[src/rtl/mc_control_unit_pkg.sv]
// mc_control_unit_pkg: shared encodings for the multicycle controller and its stall timer.
// Opcode 3'b111 with the immediate bit clear is HALT; with it set it is reserved (illegal).
package mc_control_unit_pkg;
  typedef enum logic [2:0] {
    ST_FETCH, ST_DECODE, ST_EXECUTE, ST_MEM, ST_WRITEBK, ST_PAUSE, ST_HALT
  } state_t;
  typedef enum logic [2:0] {
    OPCODE_ADD, OPCODE_SUB, OPCODE_NAND, OPCODE_LOAD,
    OPCODE_STORE, OPCODE_JMP, OPCODE_JZ, OPCODE_HALT
  } opcode_t;
  localparam logic [1:0] ERR_NONE = 2'd0, ERR_ILLEGAL = 2'd1, ERR_TIMEOUT = 2'd2;
  localparam logic [1:0] ALU_NULL = 2'd0, ALU_ADD = 2'd1, ALU_SUB = 2'd2, ALU_NAND = 2'd3;
  localparam logic PC_SRC_INC = 1'b0, PC_SRC_JUMP = 1'b1;
  localparam logic MEM_ADDR_PC = 1'b0, MEM_ADDR_IR = 1'b1;
  localparam logic REG_SRC_ALU = 1'b0, REG_SRC_RAM = 1'b1;
  function automatic logic [1:0] alu_of(input opcode_t op);
    return op == OPCODE_SUB ? ALU_SUB : op == OPCODE_NAND ? ALU_NAND : ALU_ADD;
  endfunction
endpackage

[src/rtl/mc_stall_timer.sv]
// mc_stall_timer: counts consecutive stall cycles; expired flags the cycle that would be the TIMEOUT-th.
module mc_stall_timer #(
  parameter int TIMEOUT = 15
) (
  input  logic clk,
  input  logic rst,
  input  logic clear,
  input  logic en,
  output logic expired
);
  localparam int W = TIMEOUT > 0 ? $clog2(TIMEOUT + 1) : 1;
  logic [W-1:0] cnt;
  always_ff @(posedge clk or posedge rst)
    if (rst) cnt <= '0;
    else if (clear) cnt <= '0;
    else if (en) cnt <= cnt + W'(1);
  assign expired = (TIMEOUT != 0) && (cnt == W'(TIMEOUT - 1));
endmodule

[src/rtl/mc_control_unit.sv]
// mc_control_unit: multicycle CPU control FSM with mem_ready stalls, stall timeout,
// single-step pause/resume and sticky error status.
module mc_control_unit
  import mc_control_unit_pkg::*;
#(
  parameter int INSTR_W  = 8,
  parameter int REG_AW   = 2,
  parameter int ADDR_W   = 5,
  parameter int END_ADDR = 2**ADDR_W - 1,
  parameter int TIMEOUT  = 15
) (
  input  logic              clk,
  input  logic              reset,
  input  logic [INSTR_W-1:0] instruction,
  input  logic              zero_flag,
  input  logic [ADDR_W-1:0] pc,
  input  logic              mem_ready,
  input  logic              step_en,
  input  logic              resume,
  output logic              pc_write,
  output logic              pc_src,
  output logic              ir_write,
  output logic              reg_write,
  output logic              reg_src,
  output logic [REG_AW-1:0] reg_dest,
  output logic [1:0]        alu_op,
  output logic [REG_AW-1:0] alu_src1,
  output logic [REG_AW-1:0] alu_src2,
  output logic              imm_sel,
  output logic              mem_read,
  output logic              mem_write,
  output logic              mem_addr_src,
  output logic              instr_done,
  output logic              halted,
  output logic [1:0]        error,
  output logic [2:0]        state_dbg
);
  state_t state, nxt;
  opcode_t op;
  logic imm, illegal, is_jump, is_mem, stall, expired, timeout, done;
  logic [REG_AW-1:0] src1, src2;
  assign op      = opcode_t'(instruction[INSTR_W-1 -: 3]);
  assign imm     = instruction[INSTR_W-4];
  assign src1    = instruction[INSTR_W-5 -: REG_AW];
  assign src2    = instruction[REG_AW-1:0];
  assign illegal = op == OPCODE_HALT && imm;
  assign is_jump = op == OPCODE_JMP || op == OPCODE_JZ;
  assign is_mem  = op == OPCODE_LOAD || op == OPCODE_STORE;
  assign stall   = (state == ST_FETCH || state == ST_MEM) && !mem_ready;
  assign timeout = stall && expired;
  // a non-timeout stall keeps the state, so anything else is a state change that clears the count
  mc_stall_timer #(.TIMEOUT(TIMEOUT)) u_timer (
    .clk(clk), .rst(reset), .clear(!stall || timeout), .en(stall), .expired(expired)
  );
  always_comb begin
    done = 1'b0;
    nxt  = state;
    case (state)
      ST_FETCH:   nxt = mem_ready ? ST_DECODE : timeout ? ST_HALT : ST_FETCH;
      ST_DECODE:  nxt = op == OPCODE_HALT ? ST_HALT : is_mem ? ST_MEM : ST_EXECUTE;
      ST_EXECUTE: begin
        done = is_jump;
        nxt  = ST_WRITEBK;
      end
      ST_MEM: begin
        done = mem_ready && op == OPCODE_STORE;
        nxt  = timeout ? ST_HALT : mem_ready ? ST_WRITEBK : ST_MEM;
      end
      ST_WRITEBK: done = 1'b1;
      ST_PAUSE:   nxt = resume ? ST_FETCH : ST_PAUSE;
      default:    nxt = ST_HALT;
    endcase
    if (done) nxt = pc == ADDR_W'(END_ADDR) ? ST_HALT : step_en ? ST_PAUSE : ST_FETCH;
  end
  always_comb begin
    pc_write     = 1'b0;
    pc_src       = PC_SRC_INC;
    ir_write     = 1'b0;
    reg_write    = 1'b0;
    reg_src      = REG_SRC_ALU;
    reg_dest     = '0;
    alu_op       = ALU_NULL;
    alu_src1     = '0;
    alu_src2     = '0;
    imm_sel      = 1'b0;
    mem_read     = 1'b0;
    mem_write    = 1'b0;
    mem_addr_src = MEM_ADDR_PC;
    case (state)
      ST_FETCH: begin
        mem_read = 1'b1;
        ir_write = mem_ready;
        pc_write = mem_ready;
      end
      ST_EXECUTE:
        if (is_jump) begin
          pc_write = op == OPCODE_JMP || zero_flag;
          pc_src   = PC_SRC_JUMP;
        end else begin
          alu_op   = alu_of(op);
          alu_src1 = src1;
          alu_src2 = src2;
          imm_sel  = imm;
        end
      ST_MEM: begin
        mem_addr_src = MEM_ADDR_IR;
        mem_read     = op == OPCODE_LOAD;
        mem_write    = op == OPCODE_STORE;
      end
      ST_WRITEBK: begin
        reg_write = 1'b1;
        reg_src   = op == OPCODE_LOAD ? REG_SRC_RAM : REG_SRC_ALU;
        reg_dest  = op == OPCODE_LOAD ? '0 : src1;
      end
      default: ;
    endcase
    if (reset) begin
      pc_write  = 1'b0;
      ir_write  = 1'b0;
      reg_write = 1'b0;
      mem_read  = 1'b0;
      mem_write = 1'b0;
    end
  end
  always_ff @(posedge clk or posedge reset)
    if (reset) begin
      state <= ST_FETCH;
      error <= ERR_NONE;
    end else begin
      state <= nxt;
      if (error == ERR_NONE)
        error <= state == ST_DECODE && illegal ? ERR_ILLEGAL : timeout ? ERR_TIMEOUT : ERR_NONE;
    end
  assign instr_done = done;
  assign halted     = state == ST_HALT;
  assign state_dbg  = state;
endmodule

[config.mk]
export PLATFORM = sky130hd
export DESIGN_NAME = mc_control_unit
export DESIGN_NICKNAME = d
export VERILOG_FILES = /design/src/rtl/mc_control_unit_pkg.sv /design/src/rtl/mc_stall_timer.sv /design/src/rtl/mc_control_unit.sv
export SDC_FILE = /design/constraint.sdc
export NUM_CORES = 1
export LEC_CHECK = 0
export ABC_CLOCK_PERIOD_IN_PS = 1980
export CAP_MARGIN = 20
export CORE_MARGIN = 2
export CORE_UTILIZATION = 38
export DETAILED_ROUTE_END_ITERATION = 16
export PLACE_DENSITY = 0.88
export SLEW_MARGIN = 20
export SYNTH_ARGS = -nofsm -noshare
export SYNTH_HDL_FRONTEND = slang
export SYNTH_SLANG_ARGS = --single-unit
[constraint.sdc]
create_clock -name clk -period 1.98 [get_ports clk]
set_clock_uncertainty 0.15 [all_clocks]
set_input_delay 0.396 -clock clk [delete_from_list [all_inputs] [get_ports clk]]
set_output_delay 0.396 -clock clk [all_outputs]
set_load 0.01 [all_outputs]
**Met1 routing**

Scale bar: 10 um. Supply wires on this layer in gray.
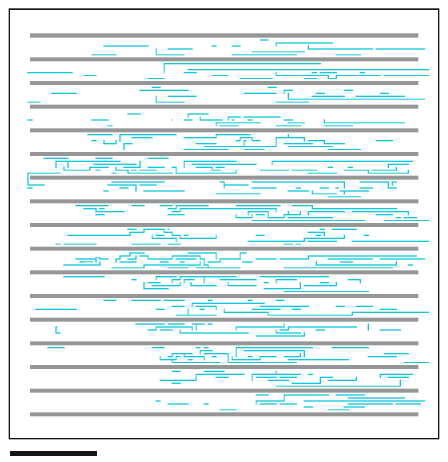
- nets with wire on the layer: 166
- main direction: horizontal
- longest straight run: 27.6 um
- share of all routed wire: 41%

**Met2 routing**

Cells faint in the background.
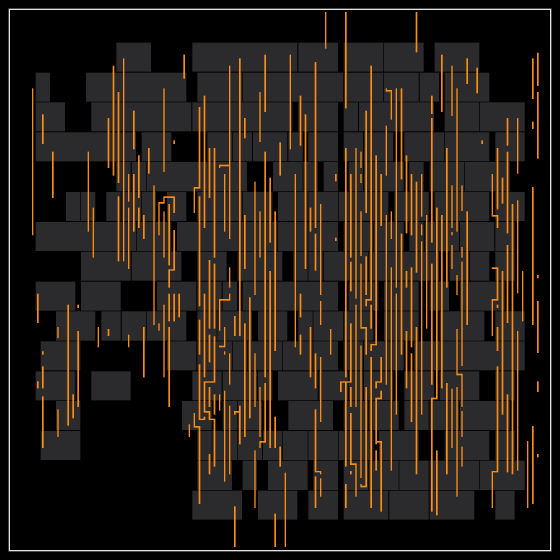
- longest straight run: 25.2 um
- wire length on this layer: 1390 um
- nets with wire on the layer: 164
- main direction: vertical
- share of all routed wire: 50%
met2 GRT Util: 39.6%
routed wire length: 2780 um
via count: 989

==> COMMIT_EDITMSG <==
Refresh implementation metrics

* Share of cell area taken by multi-input logic gates: 39.5%
- Placed cell areas: 1340 um^2
- The clock buffers instantiated in the layout total 4.
* Number of OpenROAD warnings: 29
- Counting plain and timing-repair buffers in the layout gives 67.
- Final-layout fill cell count: 129
- The clock network consumes a total of 138 uW.
- Setup repair after global routing missed its margin: yes
- Latest clock arrival within the worst-skew pair: 260 ps
* Share of final layout cell area taken by non-clock buffers: 39.9%
* Flip-flop count of the largest register, all copies and words added: 4
- Maximum VDD drop: 0.665 mV
- The chip occupies 2420 um^2.
- Sequential cell count: 9
- Net switching is 40.3% of the power.
- R2r startpoint: state_dbg[1]
* Area of the core: 1940 um^2
- The finished design was reported to have a net count of 186.
* Seq pwr: 263 uW
* Crit path largest cell delay: 520 ps
* WP buf/inv: 2
- Post-synthesis average cell area: 8.00 um^2
- Clock buffer and inverter area fraction after layout: 1.75%
- On met1, the global router reports a usage of 24.4%.
- Summed over its instances, the top area cell type makes up 29.0% of the synthesized netlist area.
- The floorplan report gives the top-level pin count as 43.
- The power report lists the combinational group at 1.11 mW.
- Tally of buffers added on design ports: 42
- Multi-input combinational cells in the finished layout were counted as 78.
* Cell with the most instances after synthesis: sky130_fd_sc_hd__nor2_1
- AO/OA Area Share: 17.6%
- According to the timing report, the data required time at the worst endpoint equals 1430 ps.
* Critical path peak fanout: 3
- Clock sink total: 9
* Proportion of power drawn by flip-flops and latches: 17.4%
- In this run the worst setup path terminates at pc_write.
- Looking at the post-CTS report, the setup buffer insertion count equals 6.
- The number of clock buffers added by TritonCTS is 3.
- Pin count of the biggest net entering global routing: 11
* Chain of cells forming the critical path: buf_6, nor2b_4, a21oi_1, or4_1, o21bai_1, buf_2
* Most frequent cells in the layout: sky130_fd_sc_hd__buf_4, sky130_fd_sc_hd__clkdlybuf4s50_1, sky130_fd_sc_hd__nor2_1, sky130_fd_sc_hd__buf_6, sky130_fd_sc_hd__buf_2
- The post-route utilization of the core is recorded as 77.3%.
* Count of cell types in the netlist: 43
- The worst setup path is launched from an input pin.
* Cells taking the most area after synthesis: sky130_fd_sc_hd__dfrtp_1, sky130_fd_sc_hd__nor2_1, sky130_fd_sc_hd__and2_1
- Largest Pwr Group: combinational logic
- The number of global-route vias before repair is 949.
- Overall routing resource usage recorded by global route was 22.0%.
* Result of the run: finished, violations left
* Count of routing violations after the opening detailed-route iteration: 23
- Routability-driven placement finished with a final weighted congestion of 0.844.
- The final reports fail on setup timing.
- Number of H-tree levels: 1
* Number of standard cells after synthesis: 97
- Placement Setup Slack: -767 ps
- Number of non-clock inverters in the layout: 6
- The end-of-flow timing check tallies setup violations at 10.
- For this run, design rule violations remaining after detail routing come to 0.
- Worst setup slack after layout: -151 ps
* Total of max-cap violations: 0
Power and IR drop assume default switching activity.
